===== src/rtl/inst_refill_axi_bridge_pkg.sv =====
// inst_refill_axi_bridge_pkg: shared AXI encodings and FSM state type for the refill bridge
package inst_refill_axi_bridge_pkg;
  typedef enum logic [1:0] {IDLE, AR, RD, DRAIN} state_t;
  localparam logic [1:0] AXI_BURST_INCR = 2'b01;
  localparam logic [2:0] AXI_SIZE_WORD = 3'b010;
  localparam logic [1:0] AXI_RESP_OKAY = 2'b00;
endpackage


===== src/rtl/inst_refill_axi_bridge_if.sv =====
// inst_refill_axi_bridge_if: AXI4 read-address and read-data channels
interface inst_refill_axi_bridge_if;
  logic [3:0] arid;
  logic [31:0] araddr;
  logic [7:0] arlen;
  logic [2:0] arsize;
  logic [1:0] arburst;
  logic arvalid;
  logic arready;
  logic [3:0] rid;
  logic [31:0] rdata;
  logic [1:0] rresp;
  logic rlast;
  logic rvalid;
  logic rready;
  modport master (
    output arid, araddr, arlen, arsize, arburst, arvalid, rready,
    input arready, rid, rdata, rresp, rlast, rvalid
  );
  modport slave (
    input arid, araddr, arlen, arsize, arburst, arvalid, rready,
    output arready, rid, rdata, rresp, rlast, rvalid
  );
endinterface


===== src/rtl/inst_refill_axi_bridge.sv =====
// inst_refill_axi_bridge: turns icache refill requests into AXI4 INCR line or single-beat reads
module inst_refill_axi_bridge
  import inst_refill_axi_bridge_pkg::*;
#(
  parameter int LINE_WORDS = 8,
  parameter int LINE_OFF_W = 5,
  parameter logic [3:0] AXI_ID = 4'h0
) (
  input logic clk,
  input logic rst,
  input logic flush,
  input logic cache_ena,
  input logic [31:0] c_araddr,
  input logic c_arvalid,
  output logic c_arready,
  output logic [31:0] c_rdata,
  output logic c_rvalid,
  output logic c_rlast,
  input logic c_rready,
  inst_refill_axi_bridge_if.master axi,
  output logic busy,
  output logic bus_err
);
  state_t state, state_nx;
  logic [31:0] addr_q;
  logic [7:0] len_q;
  logic flush_seen;
  logic [3:0] beat_cnt;
  logic beat;
  logic take;
  logic unused_rid;
  assign unused_rid = ^axi.rid;
  assign take = state == IDLE && c_arvalid && !flush;
  assign busy = state != IDLE;
  assign axi.arid = AXI_ID;
  assign axi.araddr = addr_q;
  assign axi.arlen = len_q;
  assign axi.arsize = AXI_SIZE_WORD;
  assign axi.arburst = AXI_BURST_INCR;
  // rlast must coincide exactly with the arlen-th beat; any disagreement or bad response is an error
  assign bus_err = beat && (axi.rresp != AXI_RESP_OKAY || (axi.rlast != ({4'b0, beat_cnt} == len_q)));
  // next state and handshake steering; the R path is a pure pass-through while forwarding
  always_comb begin
    state_nx = state;
    c_arready = 1'b0;
    axi.arvalid = 1'b0;
    axi.rready = 1'b0;
    c_rvalid = 1'b0;
    c_rlast = 1'b0;
    c_rdata = '0;
    beat = 1'b0;
    case (state)
      IDLE: state_nx = take ? AR : IDLE;
      AR: begin
        axi.arvalid = 1'b1;
        c_arready = axi.arready;
        state_nx = !axi.arready ? AR : (flush || flush_seen) ? DRAIN : RD;
      end
      RD: begin
        axi.rready = c_rready;
        c_rvalid = axi.rvalid;
        c_rlast = axi.rlast;
        c_rdata = axi.rdata;
        beat = axi.rvalid && c_rready;
        state_nx = (beat && axi.rlast) ? IDLE : flush ? DRAIN : RD;
      end
      DRAIN: begin
        axi.rready = 1'b1;
        beat = axi.rvalid;
        state_nx = (beat && axi.rlast) ? IDLE : DRAIN;
      end
      default: state_nx = IDLE;
    endcase
  end
  // state register
  always_ff @(posedge clk or posedge rst) begin
    if (rst) state <= IDLE;
    else state <= state_nx;
  end
  // capture request payload so AR stays stable while waiting for arready
  always_ff @(posedge clk or posedge rst) begin
    if (rst) begin
      addr_q <= '0;
      len_q <= '0;
    end else if (take) begin
      addr_q <= cache_ena ? {c_araddr[31:LINE_OFF_W], {LINE_OFF_W{1'b0}}} : c_araddr;
      len_q <= cache_ena ? 8'(LINE_WORDS - 1) : 8'd0;
    end
  end
  // remember a flush seen while AR is pending; arvalid cannot be withdrawn
  always_ff @(posedge clk or posedge rst) begin
    if (rst) flush_seen <= 1'b0;
    else flush_seen <= state == AR && !axi.arready && (flush || flush_seen);
  end
  // count accepted beats of the current burst
  always_ff @(posedge clk or posedge rst) begin
    if (rst) beat_cnt <= '0;
    else if (beat) beat_cnt <= axi.rlast ? 4'd0 : beat_cnt + 4'd1;
    else if (state == IDLE) beat_cnt <= '0;
  end
endmodule


===== src/flat_wrapper.sv =====
// flat-port wrapper written by rule: the top's interface ports become plain ports
module inst_refill_axi_bridge_flat import inst_refill_axi_bridge_pkg::*;
#(
  parameter int LINE_WORDS = 8,
  parameter int LINE_OFF_W = 5,
  parameter logic [3:0] AXI_ID = 4'h0
)
  (clk, rst, flush, cache_ena, c_araddr, c_arvalid, c_arready, c_rdata, c_rvalid, c_rlast, c_rready, busy, bus_err, axi_arid, axi_araddr, axi_arlen, axi_arsize, axi_arburst, axi_arvalid, axi_rready, axi_arready, axi_rid, axi_rdata, axi_rresp, axi_rlast, axi_rvalid);
  inst_refill_axi_bridge_if axi_i ();
  input logic clk;
  input logic rst;
  input logic flush;
  input logic cache_ena;
  input logic [31:0] c_araddr;
  input logic c_arvalid;
  output logic c_arready;
  output logic [31:0] c_rdata;
  output logic c_rvalid;
  output logic c_rlast;
  input logic c_rready;
  output logic busy;
  output logic bus_err;
  output wire logic [$bits(axi_i.arid)-1:0] axi_arid;
  output wire logic [$bits(axi_i.araddr)-1:0] axi_araddr;
  output wire logic [$bits(axi_i.arlen)-1:0] axi_arlen;
  output wire logic [$bits(axi_i.arsize)-1:0] axi_arsize;
  output wire logic [$bits(axi_i.arburst)-1:0] axi_arburst;
  output wire logic [$bits(axi_i.arvalid)-1:0] axi_arvalid;
  output wire logic [$bits(axi_i.rready)-1:0] axi_rready;
  input wire logic [$bits(axi_i.arready)-1:0] axi_arready;
  input wire logic [$bits(axi_i.rid)-1:0] axi_rid;
  input wire logic [$bits(axi_i.rdata)-1:0] axi_rdata;
  input wire logic [$bits(axi_i.rresp)-1:0] axi_rresp;
  input wire logic [$bits(axi_i.rlast)-1:0] axi_rlast;
  input wire logic [$bits(axi_i.rvalid)-1:0] axi_rvalid;
  assign axi_arid = axi_i.arid;
  assign axi_araddr = axi_i.araddr;
  assign axi_arlen = axi_i.arlen;
  assign axi_arsize = axi_i.arsize;
  assign axi_arburst = axi_i.arburst;
  assign axi_arvalid = axi_i.arvalid;
  assign axi_rready = axi_i.rready;
  assign axi_i.arready = axi_arready;
  assign axi_i.rid = axi_rid;
  assign axi_i.rdata = axi_rdata;
  assign axi_i.rresp = axi_rresp;
  assign axi_i.rlast = axi_rlast;
  assign axi_i.rvalid = axi_rvalid;
  inst_refill_axi_bridge #(.LINE_WORDS(LINE_WORDS), .LINE_OFF_W(LINE_OFF_W), .AXI_ID(AXI_ID)) u_core (.clk(clk), .rst(rst), .flush(flush), .cache_ena(cache_ena), .c_araddr(c_araddr), .c_arvalid(c_arvalid), .c_arready(c_arready), .c_rdata(c_rdata), .c_rvalid(c_rvalid), .c_rlast(c_rlast), .c_rready(c_rready), .axi(axi_i), .busy(busy), .bus_err(bus_err));
endmodule

===== config.mk =====
export PLATFORM = sky130hd
export DESIGN_NAME = inst_refill_axi_bridge_flat
export DESIGN_NICKNAME = d
export VERILOG_FILES = /design/src/rtl/inst_refill_axi_bridge_pkg.sv /design/src/rtl/inst_refill_axi_bridge_if.sv /design/src/rtl/inst_refill_axi_bridge.sv /design/src/flat_wrapper.sv
export SDC_FILE = /design/constraint.sdc
export NUM_CORES = 1
export LEC_CHECK = 0
export ABC_AREA = 1
export CAP_MARGIN = 20
export CELL_PAD_IN_SITES_DETAIL_PLACEMENT = 1
export CELL_PAD_IN_SITES_GLOBAL_PLACEMENT = 1
export CORE_MARGIN = 1
export CORE_UTILIZATION = 21
export DETAILED_ROUTE_END_ITERATION = 7
export MAX_ROUTING_LAYER = met4
export PLACE_DENSITY = 0.79
export SYNTH_ARGS = -nofsm -noshare
export SYNTH_HDL_FRONTEND = slang
export SYNTH_SLANG_ARGS = --single-unit

===== constraint.sdc =====
create_clock -name clk -period 1.62 [get_ports clk]
set_clock_uncertainty 0.05 [all_clocks]
set_input_delay 0.324 -clock clk [delete_from_list [all_inputs] [get_ports clk]]
set_output_delay 0.324 -clock clk [all_outputs]
set_load 0.005 [all_outputs]

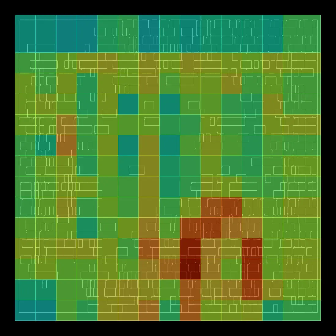
**Above:** congestion heat map.
Finished Core Util: 41.5%
met1 Usage GRT: 15.1%
Wirelength per Cell: 13.0 um

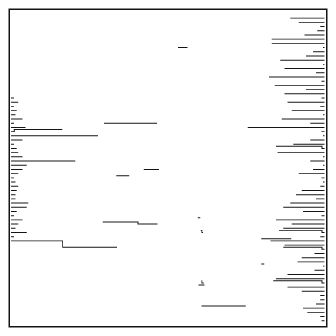
**Above:** metal 3.
wire length on this layer: 781 um
nets with wire on the layer: 113
main direction: horizontal
longest straight run: 27.8 um
fraction of met3 tracks used by global routing: 4.45%
wire length reported by the detailed router: 7.75 mm
vias after detailed routing: 2394

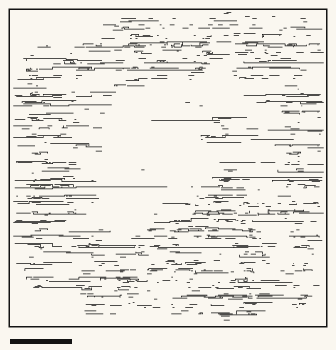
**Above:** metal 1.
Scale bar: 20 um.
wire length on this layer: 2870 um
share of all routed wire: 37%
longest straight run: 35.4 um
nets with wire on the layer: 448
main direction: horizontal

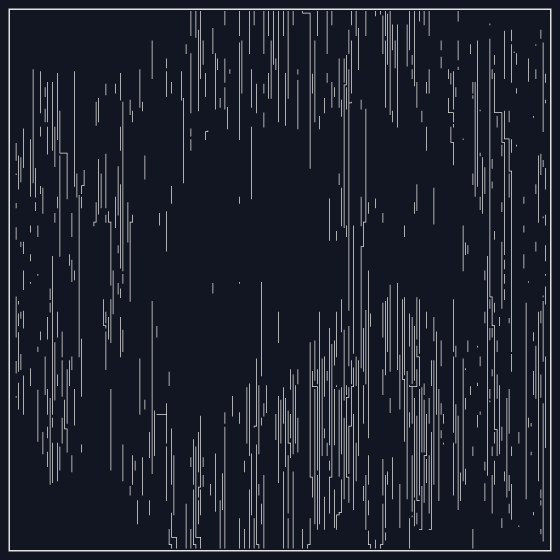
**Above:** signal wires on met2.
nets with wire on the layer: 473
share of all routed wire: 52%
global routing met2 resource utilization: 28.7%

==> impl_metrics.xml <==
<?xml version="1.0" encoding="UTF-8"?>
<metrics>
  <group name="timing">
    <metric name="hold_violations" unit="">0</metric>
    <metric name="setup_ws" unit="ns">-0.171</metric>
    <metric name="fin_crit_sh" unit="%">111</metric>
    <metric name="fin_setup_tns" unit="ns">-3.81</metric>
    <metric name="setup_viol" unit="">38</metric>
  </group>
  <group name="clock_network">
    <metric name="ctsHoldBuffers" unit="">0</metric>
    <metric name="clkSinkCount" unit="">40</metric>
    <metric name="tritoncts" unit="">built</metric>
    <metric name="clkSlewWorstSetupHoldPaths" unit="ns">0.08</metric>
  </group>
  <group name="setup_path">
    <metric name="reg2reg_setup_slack" unit="ns">0.14</metric>
    <metric name="cp_max_fo" unit="">17</metric>
    <metric name="cp_data_arrival_time" unit="ns">1.42</metric>
    <metric name="worstReg2RegStart" unit="">u_core.state[0]</metric>
    <metric name="worst_r2r_path_depth" unit="">7</metric>
    <metric name="critical_path.endpoint" unit="">c_rvalid</metric>
  </group>
  <group name="synthesis">
    <metric name="synth_cell_type_count" unit="">22</metric>
    <metric name="synth_flop_count" unit="">40</metric>
    <metric name="synth.cell_area" unit="um^2">2110</metric>
    <metric name="muxShareOfSynthArea" unit="%">0</metric>
  </group>
  <group name="global_routing">
    <metric name="first_global_vias" unit="">2539</metric>
    <metric name="initial_antenna_violation_count" unit="">0</metric>
    <metric name="globalRouteTotalUtil" unit="%">15.3</metric>
    <metric name="grt_overflow_total" unit="">0</metric>
  </group>
  <group name="outcome">
    <metric name="status" unit="">complete, but fails checks</metric>
    <metric name="violated_checks" unit="">negative setup slack</metric>
  </group>
  <group name="placement">
    <metric name="gp_congestion" unit="">0.769</metric>
  </group>
  <group name="power_and_ir_drop">
    <metric name="total_power_density_per_cell_area" unit="nW/um^2">1380</metric>
    <metric name="post_layout_power" unit="uW">5590</metric>
  </group>
  <group name="floorplanning">
    <metric name="dieWidth" unit="um">102</metric>
    <metric name="placeableCoreArea" unit="um^2">9770</metric>
  </group>
  <group name="route">
    <metric name="dr.pass1.iters" unit="">4</metric>
    <metric name="antenna_violating_nets_post_route" unit="">0</metric>
    <metric name="routed_via_density" unit="">4.00</metric>
  </group>
  <group name="job">
    <metric name="warnings" unit="">32</metric>
  </group>
  <group name="cells_and_area">
    <metric name="drive_gt1_share" unit="%">24.7</metric>
    <metric name="antenna-diode-count" unit="">0</metric>
  </group>
</metrics>
[area by class of cell]
class	count	area share [%]
Clock buffer	6	1.79
Timing Repair Buffer	182	43.2
Tap cell	133	4.11
Inverter	46	4.38
Clock inverter	2	0.401
Sequential cell	40	24.7
Multi-Input combinational cell	189	21.4
[cell usage after synthesis]
| master | count | area [um^2] |
|---|---|---|
| nand2_1 | 105 | 394 |
| inv_1 | 42 | 158 |
| dfrtp_1 | 40 | 1000 |
| nor2_1 | 39 | 146 |
| buf_4 | 16 | 120 |
| o21ai_0 | 12 | 60.1 |
| nand3_1 | 8 | 40.0 |
| buf_6 | 5 | 56.3 |
| buf_2 | 4 | 20.0 |
| inv_2 | 4 | 15.0 |
| conb_1 | 2 | 7.51 |
| ha_1 | 1 | 12.5 |
| nand4_1 | 1 | 6.26 |
| nand4_2 | 1 | 12.5 |
| nor2_2 | 1 | 6.26 |
| nor2_4 | 1 | 11.3 |
| o211ai_1 | 1 | 7.51 |
| o22ai_1 | 1 | 6.26 |
| or2_0 | 1 | 6.26 |
| or2_2 | 1 | 6.26 |
| xnor2_1 | 1 | 8.76 |
| xor2_1 | 1 | 8.76 |
[flip-flops by register name (all words and copies together), names as in the netlist]
signal and flops:
u_core.beat_cnt 4, u_core.axi.arlen 1, u_core.flush_seen 1, u_core.axi.araddr 32
u_core.state 2
[worst max-delay path, stage by stage, from the launching register on]
cell	delay [ns]
dfrtp_2	0.45
nor2_4	0.15
inv_4	0.08
buf_16	0.16
nor2_2	0.09
clkdlybuf4s15_2	0.21
[layer usage]
| layer | vias up | part of all wire (%) | GRT usage, % | routed length, um |
|---|---|---|---|---|
| met4 | 0 | 0.98 | 4.62 | 76 |
| met5 | - | 0 | - | 0 |
| met1 | 1099 | 37 | 15.1 | 2870 |
| met3 | 10 | 10 | 4.45 | 780 |
| li1 | 1161 | - | - | - |
| met2 | 124 | 52 | 28.7 | 4020 |
[placed cells by master, fill, tap and decap left out, drive strengths merged, types with 3 or more instances in the layout]
| cell type | n |
|---|---|
| clkdlybuf4s50 | 104 |
| nor2 | 41 |
| buf | 58 |
| dfrtp | 40 |
| o21ai | 12 |
| inv | 45 |
| clkdlybuf4s15 | 14 |
| nand3 | 8 |
| dlygate4sd2 | 3 |
| nand2 | 105 |
| clkbuf | 8 |
| conb | 14 |
[power by group]
group | switching, uW | internal [uW] | leakage (uW)
clock network | 363 | 307 | 0.0000414
registers | 270 | 1430 | 0.000507
logic | 1340 | 1890 | 0.00154
total | 1980 | 3620 | 0.00208
[metrics by stage]
step / cell area, um^2 / hold WS, ns / setup slack [ns] / instances
detailed placement: 3840 / 0.419 / -0.630 / 581
global placement: 3840 / 0.413 / -0.601 / 581
global route: 4050 / 0.332 / -0.257 / 598
CTS: 3980 / 0.319 / -0.172 / 595
finish: 4050 / 0.318 / -0.171 / 598
floorplan: 2160 / 0.340 / 0.314 / 300
[timing repair]
action                     4_1_cts  5_1_grt
cloned                           1        1
setup endpoints to repair       42       40
pin swaps                        5        3
resized                        174       16
buffers inserted                 7        3
Power figures rest on the tool's default switching activity, not on a simulated workload.
